### src/rtl/rv_pkg.sv
// rv_pkg: shared widths and writeback request type for the register file write scheduler
// Ports: none (package)
package rv_pkg;
  localparam int XLEN = 32;
  localparam int NREG = 32;
  localparam int REG_AW = $clog2(NREG);
  typedef struct packed {
    logic valid;
    logic [REG_AW-1:0] rd;
    logic [XLEN-1:0] data;
  } wb_req_t;
endpackage

### src/rtl/rr_arb2.sv
// rr_arb2: two-input round-robin arbiter with one-hot grant
// Ports: clk, rst_n (async active-low), req[1:0] requests, gnt[1:0] one-hot grant (0 in reset)
module rr_arb2 (
  input  logic       clk,
  input  logic       rst_n,
  input  logic [1:0] req,
  output logic [1:0] gnt
);
  logic rr_last;
  // On a tie the source that did not win last time is granted; rr_last resets to 1 so src0 wins first.
  always_comb gnt = !rst_n ? 2'b00 : (&req) ? (rr_last ? 2'b01 : 2'b10) : req;
  always_ff @(posedge clk or negedge rst_n)
    if (!rst_n) rr_last <= 1'b1;
    else if (|gnt) rr_last <= gnt[1];
endmodule

### src/rtl/regfile_wb_sched.sv
// regfile_wb_sched: arbitrates ALU/LSU writebacks onto the register file write port and tracks pending writes
// Ports: clk_i, rst_ni (async active-low); src0_* ALU request/ready; src1_* LSU request/ready;
//        iss_valid_i/iss_rd_i mark a pending writer; rs1_i/rs2_i -> hazard1_o/hazard2_o;
//        dataW_o/rsW_o/RegWEn_o drive the register file write port one cycle after a transfer
module regfile_wb_sched
  import rv_pkg::*;
(
  input  logic              clk_i,
  input  logic              rst_ni,
  input  logic              src0_valid_i,
  input  logic [REG_AW-1:0] src0_rd_i,
  input  logic [XLEN-1:0]   src0_data_i,
  output logic              src0_ready_o,
  input  logic              src1_valid_i,
  input  logic [REG_AW-1:0] src1_rd_i,
  input  logic [XLEN-1:0]   src1_data_i,
  output logic              src1_ready_o,
  input  logic              iss_valid_i,
  input  logic [REG_AW-1:0] iss_rd_i,
  input  logic [REG_AW-1:0] rs1_i,
  input  logic [REG_AW-1:0] rs2_i,
  output logic              hazard1_o,
  output logic              hazard2_o,
  output logic [XLEN-1:0]   dataW_o,
  output logic [REG_AW-1:0] rsW_o,
  output logic              RegWEn_o
);
  wb_req_t req0, req1;
  logic [1:0] gnt;
  logic xfer;
  logic [REG_AW-1:0] sel_rd;
  logic [XLEN-1:0] sel_data;
  logic [NREG-1:0] busy, set_v, clr_v;
  assign req0 = {src0_valid_i, src0_rd_i, src0_data_i};
  assign req1 = {src1_valid_i, src1_rd_i, src1_data_i};
  rr_arb2 u_arb (
    .clk   (clk_i),
    .rst_n (rst_ni),
    .req   ({req1.valid, req0.valid}),
    .gnt   (gnt)
  );
  assign src0_ready_o = gnt[0];
  assign src1_ready_o = gnt[1];
  assign xfer = |gnt;
  assign sel_rd = gnt[1] ? req1.rd : req0.rd;
  assign sel_data = gnt[1] ? req1.data : req0.data;
  // x0 is never marked busy; set is OR'd after clear so a same-cycle reissue keeps the bit.
  assign set_v = iss_valid_i ? ((NREG'(1) << iss_rd_i) & ~NREG'(1)) : '0;
  assign clr_v = RegWEn_o ? (NREG'(1) << rsW_o) : '0;
  always_ff @(posedge clk_i or negedge rst_ni)
    if (!rst_ni) begin
      RegWEn_o <= 1'b0;
      rsW_o <= '0;
      dataW_o <= '0;
      busy <= '0;
    end else begin
      RegWEn_o <= xfer && sel_rd != '0;
      if (xfer) begin
        rsW_o <= sel_rd;
        dataW_o <= sel_data;
      end
      busy <= (busy & ~clr_v) | set_v;
    end
  assign hazard1_o = busy[rs1_i];
  assign hazard2_o = busy[rs2_i];
endmodule

### config.mk
export PLATFORM = sky130hd
export DESIGN_NAME = regfile_wb_sched
export DESIGN_NICKNAME = d
export VERILOG_FILES = /design/src/rtl/rv_pkg.sv /design/src/rtl/rr_arb2.sv /design/src/rtl/regfile_wb_sched.sv
export SDC_FILE = /design/constraint.sdc
export NUM_CORES = 1
export LEC_CHECK = 0
export CORE_UTILIZATION = 45
export DETAILED_ROUTE_END_ITERATION = 12
export PLACE_DENSITY = 0.81
export SETUP_SLACK_MARGIN = 0.05
export SLEW_MARGIN = 30
export SYNTH_ARGS = -nofsm -noshare
export SYNTH_HDL_FRONTEND = slang
export SYNTH_SLANG_ARGS = --single-unit
### constraint.sdc
create_clock -name clk_i -period 1.9 [get_ports clk_i]
set_input_delay 0.285 -clock clk_i [delete_from_list [all_inputs] [get_ports clk_i]]
set_output_delay 0.285 -clock clk_i [all_outputs]
set_load 0.01 [all_outputs]
detail.png
Window x 26 to 66, y 26 to 66 um. Cells in gray, sequential cells in the stronger gray; small squares are vias.
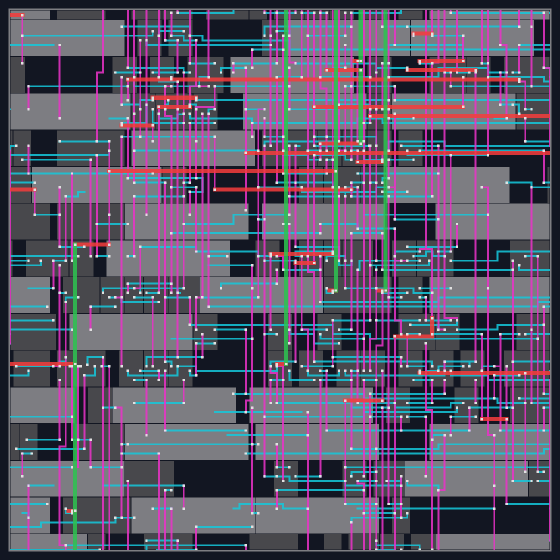
Key: red = metal 3; cyan = metal 1; magenta = metal 2; green = metal 4
Netlist names of flops here include busy (23), dataW_o (3). 104 logic cells have their middle in the window. Most frequent: o21ai_0 (42), dfrtp_1 (26), mux2i_1 (6). Sequential cells in the window: 27.

layer_met2.png
(4 px per um) Cells faint in the background.
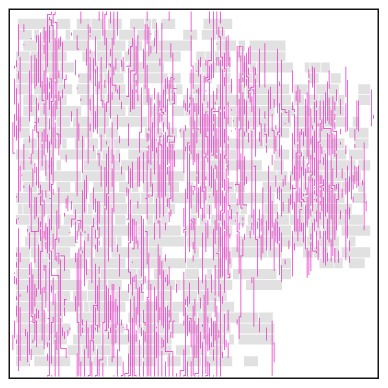
The layer carries 5610 um of wire. The longest straight run is 35.5 um.
vias: 3671
final WL: 11200 um

io_placement.png
(4 px per um) Pins as bars across the die edge, other pins in gray.
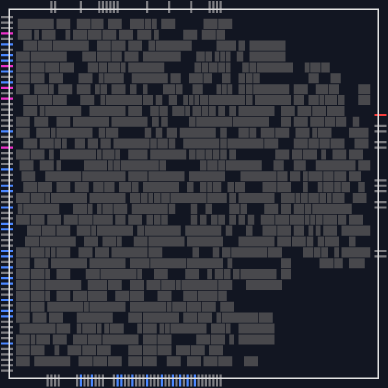
Key: magenta = src0_rd_i [pins 5, direction input, edge left]; blue = src0_data_i [pins 32, direction input, edge 21 left, 11 bottom]; red = hazard2_o [pins 1, direction output, edge right]

==> impl_metrics.csv <==
group,metric,value,unit
status,status,"finished, violations left",
status,violations,"setup timing",
die,dieHeight,91.9,um
synth,top_cells_by_count,"70 x dfrtp_1, 64 x o21ai_0, 37 x mux2i_1",
clocking,clkTransAtPathRegs,70,ps
global_routing,grt_pass1_vias,3674,
synth,synth_chip_area,3630,um^2
die,rows,32,
global_routing,grt_max_degree,40,
die,io_pins,136,
setup_path,start_kind,"register",
placed_design,dpl_cell_area,5150,um^2
setup_path,worstPathRequired,1620,ps
synth,synthDominantCellAreaShare,48.2,%
synth,ff_type,"dfrtp_1",
synth,aoi_share,23.0,%
clocking,insertion_delay,340,ps
power_and_ir_drop,clockPowerShare,23.7,%
finish,layout.area.comb,1630,um^2
setup_path,reg2regPathDepth,4,
finish,largestClassByArea,"sequential cells",
synth,syn_avg_cell_area,10.1,um^2
global_routing,grt_pass1_wl,18200,um
power_and_ir_drop,power-top-group,"registers",
finish,final_layout_size_suffix_gt1_share,11.5,%
synth,yosysTopAreaCell,"dfrtp_1",
finish,nFillCells,577,
synth,ys_seq_share,48.9,%
power_and_ir_drop,intPower,3.36,mW
timing,fin_setup_tns,-73.1,ps
finish,nNonClkInverters,33,
setup_path,cp.arrival,1660,ps
route,drc,0,
finish,biggestRegsByFlops,"busy: 32 flops, dataW_o: 32 flops, rsW_o: 5 flops",
synth,mux_share,10.2,%
setup_path,endpoint,"hazard1_o",
power_and_ir_drop,total_power,4.93,mW
clocking,ctsHoldBuffers,0,
finish,stdcell_area,5460,um^2
placed_design,port-buffer-count,135,
clocking,cts.sinks,71,
power_and_ir_drop,switching_share,31.9,%
timing,hold_viol,0,
timing,min_period,1950,ps
clocking,cts_root_buf,"clkbuf_8",
setup_path,critPathBufInv,1,
synth,most_common_cell,"dfrtp_1",
clocking,cts_max_level,3,
power_and_ir_drop,pg_clk,1.17,mW
route,met1_length,4370,um
timing,fin_worst_skew,8.16,ps
clocking,cts_tree,"done",
clocking,cts_setup_buffers,8,
global_routing,gr-max-usage-layer,"met2",
timing,drv_slew,0,
timing,slew-limit-headroom,68.0,%
synth,synthAdderAreaFrac,0,%
synth,synth-async-reset-ratio,100,%
global_routing,use_met3,7.63,%
timing,finalSetupViolCount,2,
setup_path,r2r_setup_slack,360,ps
timing,rsz0062_at_grt,"true",
setup_path,cp.depth,6,
clocking,clockBufferDepth,2,
placed_design,place.gp.congestion,0.946,
finish,lay_top_count,"clkdlybuf4s50_1",
synth,xor_area_share,0,%
job,maxCapViolCount,0,
placed_design,preCtsSetupSlack,-635,ps
power_and_ir_drop,p_per_area,902,nW/um^2
synth,synth_flops,71,
route,wl_met2,5610,um
setup_path,worstSetupPathType,"register to primary output",
clocking,cts-resized-gates,27,
synth,syn-cell-area,3630,um^2
timing,worst_slack,-49.6,ps
power_and_ir_drop,power_frac_comb,30.6,%
die,die_w,91.9,um
synth,synth_nets,455,
finish,sh_comb_area,29.9,%
route,final_antenna_net_count,0,
power_and_ir_drop,p_sw,1.57,mW
job,tool_warnings,28,
setup_path,cpPeakStageDelay,430,ps
wires.png
(4 px per um) Two of the layers only.
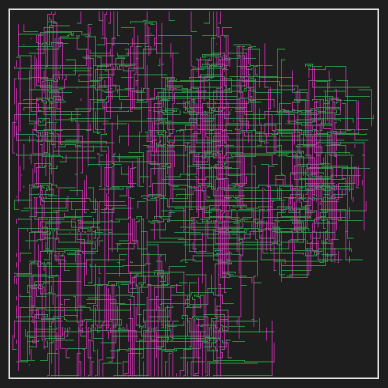
Key: magenta = metal 2 [wire length 5610 um]; green = metal 1 [wire length 4370 um]
GRT Util Overall: 27.7%
DR WL/cell: 18.0 um

placement.png
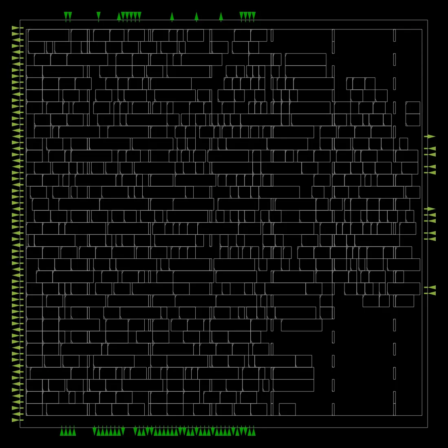
Core Footprint: 7770 um^2
Seq area share: 32.6%

Power figures rest on the tool's default switching activity, not on a simulated workload.
